`src/rtl/instr_fetch_unit.sv`:
```
// -----------------------------------------------------------------------------
// instr_fetch_unit
//
// Fetch stage for the 8-bit RISC core. Owns the program counter and issues
// one instruction-memory request at a time. Returned words, tagged with their
// fetch address, go into a small prefetch FIFO. The FIFO feeds decode over a
// valid/ready handshake. Decode/execute may redirect fetch, which flushes the
// FIFO, or halt it, which only stops new requests.
//
// Ports
//   clk            : clock, rising edge
//   rst            : asynchronous active-low reset
//   imem_req       : registered fetch request, held until acked
//   imem_addr      : fetch address, stable while imem_req=1
//   imem_ack       : memory returned data (may coincide with request rise)
//   imem_rdata     : instruction word, valid with imem_ack
//   redirect_valid : load redirect_pc and flush the prefetch queue
//   redirect_pc    : redirect target
//   halt           : suppress new requests
//   instr_valid    : queue head valid
//   instr          : queue head instruction
//   instr_pc       : address the queue head was fetched from
//   instr_ready    : decode accepts queue head
//   fetch_pc       : next address to be requested
// -----------------------------------------------------------------------------
module instr_fetch_unit #(
  parameter int                ADDR_W   = 8,
  parameter int                INSTR_W  = 16,
  parameter int                DEPTH    = 2,
  parameter logic [ADDR_W-1:0] RESET_PC = '0
) (
  input  logic               clk,
  input  logic               rst,
  output logic               imem_req,
  output logic [ADDR_W-1:0]  imem_addr,
  input  logic               imem_ack,
  input  logic [INSTR_W-1:0] imem_rdata,
  input  logic               redirect_valid,
  input  logic [ADDR_W-1:0]  redirect_pc,
  input  logic               halt,
  output logic               instr_valid,
  output logic [INSTR_W-1:0] instr,
  output logic [ADDR_W-1:0]  instr_pc,
  input  logic               instr_ready,
  output logic [ADDR_W-1:0]  fetch_pc
);

  localparam int                PTR_W   = $clog2(DEPTH);
  localparam int                CNT_W   = PTR_W + 1;
  localparam logic [CNT_W-1:0]  DEPTH_C = CNT_W'(DEPTH);
  localparam logic [CNT_W-1:0]  CNT_ONE = CNT_W'(1);
  localparam logic [PTR_W-1:0]  PTR_ONE = PTR_W'(1);
  localparam logic [ADDR_W-1:0] PC_ONE  = ADDR_W'(1);

  // DROP: a request issued before a redirect is still on the bus; its data
  // must be swallowed before fetching from the new target.
  typedef enum logic [1:0] {
    S_IDLE = 2'd0,
    S_REQ  = 2'd1,
    S_DROP = 2'd2
  } state_t;

  state_t             state_q, state_d;
  logic [ADDR_W-1:0]  fetch_pc_q, fetch_pc_d;
  logic [ADDR_W-1:0]  addr_q, addr_d;
  logic               req_q, req_d;
  logic [CNT_W-1:0]   cnt_q, cnt_d;
  logic [PTR_W-1:0]   rd_ptr_q, rd_ptr_d;
  logic [PTR_W-1:0]   wr_ptr_q, wr_ptr_d;
  logic [INSTR_W-1:0] q_instr_q [DEPTH];
  logic [ADDR_W-1:0]  q_pc_q    [DEPTH];

  logic               push;
  logic               pop;
  logic [CNT_W-1:0]   occ_post;

  // Redirect wins over both queue operations.
  assign push     = imem_ack && (state_q == S_REQ) && !redirect_valid;
  assign pop      = (cnt_q != '0) && instr_ready && !redirect_valid;
  assign occ_post = cnt_q + (push ? CNT_ONE : '0) - (pop ? CNT_ONE : '0);

  always_comb begin
    state_d    = state_q;
    fetch_pc_d = fetch_pc_q;
    addr_d     = addr_q;
    cnt_d      = occ_post;
    rd_ptr_d   = pop  ? rd_ptr_q + PTR_ONE : rd_ptr_q;
    wr_ptr_d   = push ? wr_ptr_q + PTR_ONE : wr_ptr_q;

    case (state_q)
      S_IDLE: begin
        if (!halt && (cnt_q < DEPTH_C)) begin
          state_d = S_REQ;
          addr_d  = fetch_pc_q;
        end
      end
      S_REQ: begin
        if (imem_ack) begin
          fetch_pc_d = fetch_pc_q + PC_ONE;
          // Keep streaming only if the word just pushed leaves room for the
          // next one, so count + outstanding never exceeds DEPTH.
          if (!halt && (occ_post < DEPTH_C)) begin
            addr_d = fetch_pc_q + PC_ONE;
          end else begin
            state_d = S_IDLE;
          end
        end
      end
      S_DROP: begin
        if (imem_ack) begin
          if (!halt) begin
            state_d = S_REQ;
            addr_d  = fetch_pc_q;
          end else begin
            state_d = S_IDLE;
          end
        end
      end
      default: state_d = S_IDLE;
    endcase

    if (redirect_valid) begin
      fetch_pc_d = redirect_pc;
      cnt_d      = '0;
      rd_ptr_d   = '0;
      wr_ptr_d   = '0;
      // A request the bus has not yet answered cannot be withdrawn.
      if ((state_q != S_IDLE) && !imem_ack) begin
        state_d = S_DROP;
        addr_d  = addr_q;
      end else if (!halt) begin
        state_d = S_REQ;
        addr_d  = redirect_pc;
      end else begin
        state_d = S_IDLE;
        addr_d  = addr_q;
      end
    end

    req_d = (state_d != S_IDLE);
  end

  always_ff @(posedge clk or negedge rst) begin
    if (!rst) begin
      state_q    <= S_IDLE;
      fetch_pc_q <= RESET_PC;
      addr_q     <= RESET_PC;
      req_q      <= 1'b0;
      cnt_q      <= '0;
      rd_ptr_q   <= '0;
      wr_ptr_q   <= '0;
    end else begin
      state_q    <= state_d;
      fetch_pc_q <= fetch_pc_d;
      addr_q     <= addr_d;
      req_q      <= req_d;
      cnt_q      <= cnt_d;
      rd_ptr_q   <= rd_ptr_d;
      wr_ptr_q   <= wr_ptr_d;
    end
  end

  // Queue storage; while in REQ, fetch_pc_q is the address being acked.
  always_ff @(posedge clk or negedge rst) begin
    if (!rst) begin
      for (int i = 0; i < DEPTH; i++) begin
        q_instr_q[i] <= '0;
        q_pc_q[i]    <= '0;
      end
    end else if (push) begin
      q_instr_q[wr_ptr_q] <= imem_rdata;
      q_pc_q[wr_ptr_q]    <= fetch_pc_q;
    end
  end

  assign imem_req    = req_q;
  assign imem_addr   = addr_q;
  assign fetch_pc    = fetch_pc_q;
  assign instr_valid = (cnt_q != '0);
  assign instr       = q_instr_q[rd_ptr_q];
  assign instr_pc    = q_pc_q[rd_ptr_q];

endmodule

```
`config.mk`:
```
export PLATFORM = sky130hd
export DESIGN_NAME = instr_fetch_unit
export DESIGN_NICKNAME = d
export VERILOG_FILES = /design/src/rtl/instr_fetch_unit.sv
export SDC_FILE = /design/constraint.sdc
export NUM_CORES = 1
export LEC_CHECK = 0
export CORE_MARGIN = 8
export CORE_UTILIZATION = 46
export CTS_CLUSTER_DIAMETER = 30
export CTS_CLUSTER_SIZE = 14
export DETAILED_ROUTE_END_ITERATION = 12
export PLACE_DENSITY = 0.86
export SYNTH_ARGS = -nofsm -noshare
export SYNTH_HDL_FRONTEND = slang
export SYNTH_SLANG_ARGS = --single-unit
```
`constraint.sdc`:
```
create_clock -name clk -period 2.6 [get_ports clk]
set_input_delay 0.52 -clock clk [delete_from_list [all_inputs] [get_ports clk]]
set_output_delay 0.52 -clock clk [all_outputs]
set_load 0.01 [all_outputs]
```
Run 1, sequential cells grouped by signal name:
Other sequential cells in the stronger gray, the rest of the logic in the fainter gray.
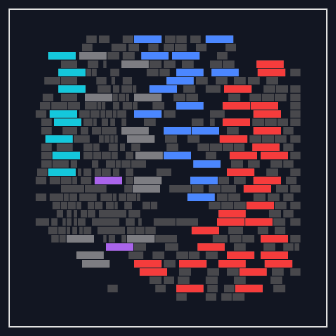
legend:
  blue:
    netlist_name: `q_pc_q`
    flops: 16
  cyan:
    netlist_name: `imem_addr`
    flops: 8
  purple:
    netlist_name: `cnt_q`
    flops: 2
  red:
    netlist_name: `q_instr_q`
    flops: 32
not colored: 13

Run 1, gate-type map:
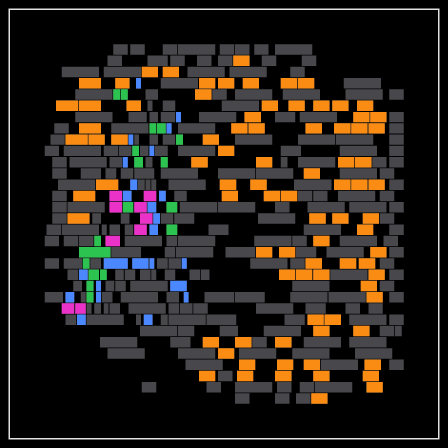
legend:
  green:
    family: inverting AOI/OAI gates
    cells: 18
    most_used: a21oi_1
    where: middle left
  magenta:
    family: AND-OR and OR-AND gates
    cells: 9
    most_used: o31a_1
    where: middle left
  orange:
    family: multiplexers
    cells: 86
    most_used: mux2_2
    where: widely spread
  blue:
    family: NOR gates
    cells: 24
    most_used: nor2_1

Run 1, PDN straps and rails:
Pins as bars on the die edge.
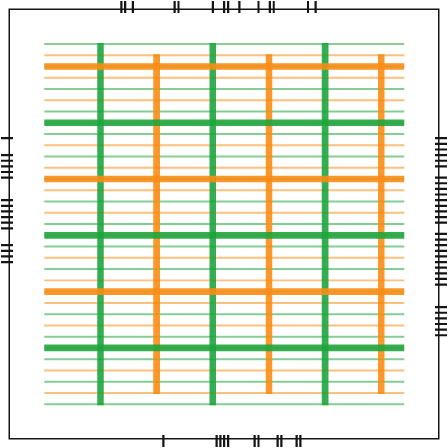
legend:
  green:
    net: VSS
  orange:
    net: VDD
met4 straps: 6
rows: 32
signal pins: 72
met5 straps: 6
Worst VDD drop: 0.462 mV
Die X: 103 um
core area: 7570 sq um

==> results.tsv, run 1 <==
metric	value	unit
outcome	finished clean	
crit path max-delay cell type	dfrtp_1	
TritonCTS clock tree	built	
clock power share	17.8	%
H-tree depth	3	
Hold WS	156	ps
combinational share of cell area	35.8	%
Pwr top	sequential cells	
Placed Area	4370	sq um
Max stage delay on crit path	400	ps
R2R depth	11	
worst hold-check path type	in2async	
share of the synthesized area in the top cell type	50.6	%
GRT met3 Usage	3.95	%
sw frac	29.3	%
max-slew violations	0	
Final TNS setup	0	ps
RSZ-0062 raised after global routing	true	
Inverters, non-clock	5	
CP delay by family, top	simple AND/OR/NAND/NOR gates	
CP Capture Type	flop	
Largest cell class	registers	
Tot Pwr	4230	uW
register area share after synthesis	50.6	%
chip footprint	10700	sq um
Flops after synth	71	
yosys warns	0	
HPWL after DPL	5210	um
static leakage	0.00201	uW
Seq/total area	38.1	%
Adder Area Share	1.07	%
P_clk	751	uW
dominant synthesized flop cell	dfrtp_1	
Hold Violations, Final	0	
Synth area leader	dfrtp_1	
DRC viols	0	
GRT busiest layer	met2	
clkbuf count	11	
post-route cell area	4660	sq um
max_slew headroom	63.8	%
Mux area share	27.5	%
EDFF count, synth	0	
r2r setup slk	50	ps
met1 Use GR	19.0	%
vias in the first global route	2470	
Placed Instances	437	
CP Data Required Time	2820	ps
Comb area	1670	sq um
kind of critical path	reg2reg	
Setup crit end	imem_addr[4]	
Post-synth ARST share	100	%
Clock Latency Late Sink	340	ps
multi-input gates	175	
main area contributors after synthesis	dfrtp_1 (51%), mux2_2 (27%), buf_6 (2.2%), xnor2_1 (2.0%), o31a_1 (1.5%)	
Unique cell types	42	
crit-path cells	or2_4, nand2_4, nor2_1, ha_4, inv_2, ha_4, xor3_2, nor3_4, o211ai_4, buf_12, mux2_4	
clk buf depth	2	
tool warning count	27	
P_int	2990	uW
nonclk buf count	88	
met2 usage	23.0	%
metal3 WL	452	um
Syn Nets	300	
vias per cell	5.09	
Final #Nets	383	
most numerous logic cell after layout	mux2_2	
Final Skew	7.30	ps
Yosys Chip Area	3510	sq um
total power per unit cell area	907	nW/um^2
dpl ws	-354	ps
sequential power share	41.4	%
Flop+latch power	1750	uW
logic gate share of total power	40.9	%
# port buffers	71	
most frequent cells in the layout	mux2_2 (76), dfrtp_1 (71), clkdlybuf4s50_1 (67)	
synth cell count leaders	mux2_2 (84), dfrtp_1 (71), nor2_1 (11)	
Worst Setup SP	cnt_q[1]	
Post-Syn Area per Cell	13.2	sq um
pin count of the biggest net entering global routing	50	
Starting DRT DRC Count	41	
Post-CTS Setup Bufs	0	
total CTS buffers	9	
First-pass DRT Iterations	4	
Top Metal Used	met4	
mean routed wirelength per cell	16.2	um
Largest logic family	multiplexers	
Worst-path clk slew	70	ps
Non-Filler Instances	456	
largest register by flop count	q_instr_q	
Complex Gates by Area	5.63	%
# Max-Cap Violations	0	
Logic power comb	1730	uW
Worst R2R End	imem_addr[4]	
number of top-level pins	72	
max reg flops	32	
--- run 2 (diff from run 1) ---
- CORE_ASPECT_RATIO: not set -> 0.75
- SLEW_MARGIN: not set -> 20
Run 2, zoomed window:
Region (4, 42) to (54, 92) um. Cells in gray, sequential cells in the stronger gray; small squares are vias.
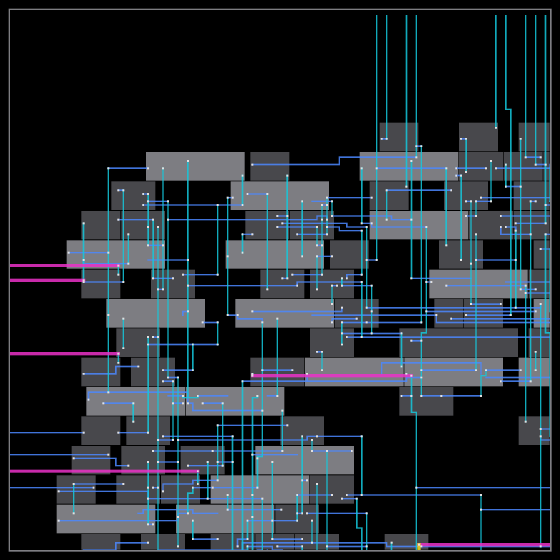
legend:
  blue:
    layer: met1
  yellow:
    layer: met4
  magenta:
    layer: met3
  cyan:
    layer: met2
cells with their middle in the window: 67
most frequent: mux2_2 (28), clkdlybuf4s50_1 (17), dfrtp_1 (17)
netlist names of flops here include: `q_instr_q` (12), `q_pc_q` (5)
sequential cells in the window: 17

==> run 2 against run 1 <==
Against the previous run:
- the run now ends with negative setup slack left
- utilization is 1.8 points higher
- sequential power barely moved
- final cell count increased by 0.66%
- sequential cell count is the same
- setup slack worse by 110 ps
- synthesized cell count is the same
- clock power is about 20% higher
- clock skew rose by 1.6 ps
- maximum frequency decreased by 4.0%
- via count increased by 2.6%
- total power rose by 3.1%
- die area up 0.27%
- critical path type unchanged
==> results.tsv, run 2 <==
metric	value	unit
outcome	finished, violations left	
failing checks	negative setup slack	
seq_cells	71	
Largest cell class	registers	
buffering overhead	19.3	%
Site Rows	27	
Max stage delay on crit path	400	ps
WL met1	3510	um
met1 Use GR	19.2	%
Post-Syn Area per Cell	13.2	sq um
max_slew headroom	50.3	%
DRC viols	0	
vias per cell	5.19	
crit-path cells	nand3b_1, nor2_4, inv_2, ha_4, inv_2, ha_4, xor3_1, nor3_4, o211ai_4, buf_12, mux2_4	
Syn Nets	300	
Top Metal Used	met4	
Placed Instances	438	
Worst path depth	11	
max reg flops	32	
CP Data Required Time	2830	ps
P_clk	899	uW
Logic power comb	1710	uW
clkbuf count	11	
# port buffers	71	
Final Skew	8.86	ps
Yosys Chip Area	3510	sq um
worst reg2reg startpoint	state_q[1]	
vias in the first global route	2541	
clk sinks	71	
Worst-path clk slew	80	ps
register area share after synthesis	50.6	%
max-slew violations	0	
clk buf depth	2	
CP Capture Type	flop	
met2 usage	24.5	%
post-route clock period utilization	102	%
largest register by flop count	q_instr_q	
setup ws final	-60.4	ps
GRT met3 Usage	5.57	%
routed via count	2384	
ClkCell Share	4.45	%
f_max	0.376	GHz
most numerous logic cell after layout	mux2_2	
crit path max-delay cell type	xor3_1	
CP delay by family, top	simple AND/OR/NAND/NOR gates	
sw frac	29.0	%
Starting DRT DRC Count	50	
total CTS buffers	9	
hold-fix buffers at CTS	0	
Largest logic family	multiplexers	
dpl ws	-392	ps
Pwr top	sequential cells	
synth cell count leaders	mux2_2 (84), dfrtp_1 (71), nor2_1 (11)	
Unique cell types	42	
CP bufs+invs	3	
P_int	3090	uW
Setup crit end	imem_addr[5]	
First-pass DRT Iterations	4	
Syn Std Cell Area	3510	sq um
Non-Filler Instances	459	
Die X	117	um
number of top-level pins	72	
Placed Area	4360	sq um
worst hold-check path type	in2async	
static leakage	0.00199	uW
RSZ-0062 raised after global routing	true	
chip footprint	10700	sq um
Complex Gates by Area	5.63	%
GRT Total Usage	15.4	%
first-pass GRT wire length	13000	um
Worst Path Arrival	2890	ps
post-route cell area	4670	sq um
share of the synthesized area in the top cell type	50.6	%
sequential power share	40.2	%
Final setup viols	8	
Final TNS setup	-201	ps
combinational share of cell area	35.1	%
multi-input gates	175	
grt ovf	0	
R2R depth	11	
Worst R2R End	imem_addr[5]	
r2r setup slk	-60	ps
Tot Pwr	4360	uW
# Taps	101	
synth-to-layout area growth	32.8	%
dominant synthesized flop cell	dfrtp_1	
slew at the pin closest to its max-slew limit	745	ps
# Max-Cap Violations	0	
H-tree depth	3	
total power per unit cell area	934	nW/um^2
most frequent cells in the layout	mux2_2 (83), dfrtp_1 (71), clkdlybuf4s50_1 (68)	
HPWL after DPL	5570	um
pin count of the biggest net entering global routing	33	
Flops after synth	71	
kind of critical path	reg2reg	
GRT busiest layer	met2	
Clock Latency Late Sink	340	ps
Synth area leader	dfrtp_1	
Worst VDD drop	0.463	mV
TritonCTS clock tree	built	
XOR-XNOR Cells, Area Fraction	3.42	%
Flop+latch power	1750	uW
Comb area	1640	sq um
EDFF count, synth	0	
Final #Nets	386	
Mux area share	27.5	%
Adder Area Share	1.07	%
Setup crit start kind	flop	
Inverters, non-clock	5	
metal3 WL	378	um
logic gate share of total power	39.2	%
tool warning count	27	
yosys warns	0	
core area	7360	sq um
Worst Setup SP	state_q[1]	
Post-CTS Setup Bufs	0	
n_diodes	0	
clock power share	20.6	%
nonclk buf count	91	
Hold Violations, Final	0	
mean routed wirelength per cell	17.4	um
post_cts resized	0	
Hold WS	241	ps
Post-synth ARST share	100	%
main area contributors after synthesis	dfrtp_1 (51%), mux2_2 (27%), buf_6 (2.2%), xnor2_1 (2.0%), o31a_1 (1.5%)	
Seq/total area	38.1	%
--- run 3 (diff from run 2) ---
- CORE_ASPECT_RATIO: 0.75 -> 0.7
- TNS_END_PERCENT: not set -> 20
Run 3, clock wiring as the flow saved it:
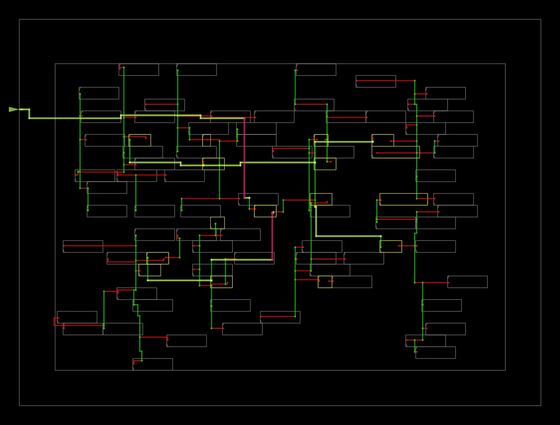
clk sinks: 71
total CTS buffers: 9
Clock Latency Late Sink: 340 ps

==> run 3 against run 2 <==
Against the previous run:
- the run now ends clean
- final cell count is 1.7% lower
- setup slack better by 150 ps
- global-route usage is 0.84 points lower
- worst hold slack better by 35 ps
- combinational power hardly changed
- critical endpoint unchanged
- sequential power hardly changed
- total power is 1.7% higher
- critical path type unchanged
- highest routed layer unchanged
- die area is 0.14% higher
- via count is 0.96% lower
==> results.tsv, run 3 <==
metric	value	unit
buffering overhead	18.3	%
Worst-path clk slew	80	ps
n_diodes	0	
CP Data Required Time	2820	ps
TritonCTS clock tree	built	
# Taps	98	
multi-input gates	175	
clkbuf count	10	
Adder Area Share	1.07	%
Worst VDD drop	0.509	mV
H-tree depth	3	
kind of critical path	reg2reg	
Top Metal Used	met4	
worst hold-check path type	in2async	
met1 Use GR	17.4	%
P_clk	996	uW
DRC viols	0	
ClkCell Share	4.93	%
Yosys Chip Area	3510	sq um
r2r setup slk	90	ps
Hold Violations, Final	0	
Site Rows	26	
tool warning count	26	
P_int	3160	uW
XOR-XNOR Cells, Area Fraction	3.42	%
hold-fix buffers at CTS	0	
GRT busiest layer	met2	
Worst path depth	10	
Synth area leader	dfrtp_1	
vias in the first global route	2452	
register area share after synthesis	50.6	%
synth cell count leaders	mux2_2 (84), dfrtp_1 (71), nor2_1 (11)	
Final Skew	12.6	ps
Max stage delay on crit path	410	ps
setup ws final	88.8	ps
combinational share of cell area	35.5	%
Hold WS	276	ps
pin count of the biggest net entering global routing	72	
Mux area share	27.5	%
largest register by flop count	q_instr_q	
GRT Total Usage	14.5	%
chip footprint	10700	sq um
slew at the pin closest to its max-slew limit	875	ps
Worst R2R End	imem_addr[5]	
clock power share	22.5	%
max reg flops	32	
most frequent cells in the layout	mux2_2 (83), dfrtp_1 (71), clkdlybuf4s50_1 (68)	
sw frac	28.7	%
Flop+latch power	1750	uW
Inverters, non-clock	5	
Final TNS setup	0	ps
outcome	finished clean	
Unique cell types	42	
core area	7350	sq um
nonclk buf count	86	
post-route cell area	4640	sq um
# Max-Cap Violations	0	
crit path max-delay cell type	xor3_2	
dominant synthesized flop cell	dfrtp_1	
Placed Instances	433	
post_cts resized	0	
Complex Gates by Area	5.63	%
number of top-level pins	72	
post-route clock period utilization	96.6	%
Placed Area	4350	sq um
Post-synth ARST share	100	%
EDFF count, synth	0	
Largest logic family	multiplexers	
max-slew violations	0	
Worst Setup SP	cnt_q[1]	
Setup crit end	imem_addr[5]	
First-pass DRT Iterations	4	
CP Capture Type	flop	
sequential power share	39.4	%
crit-path cells	or2_4, nand2_4, nor2_2, ha_4, inv_2, ha_4, xor3_2, nor3_4, o211ai_4, mux2_4	
Final setup viols	0	
Syn Nets	300	
HPWL after DPL	5210	um
Seq/total area	38.3	%
Starting DRT DRC Count	77	
first-pass GRT wire length	12400	um
Post-Syn Area per Cell	13.2	sq um
Largest cell class	registers	
Power is estimated from default activity; no workload was simulated.
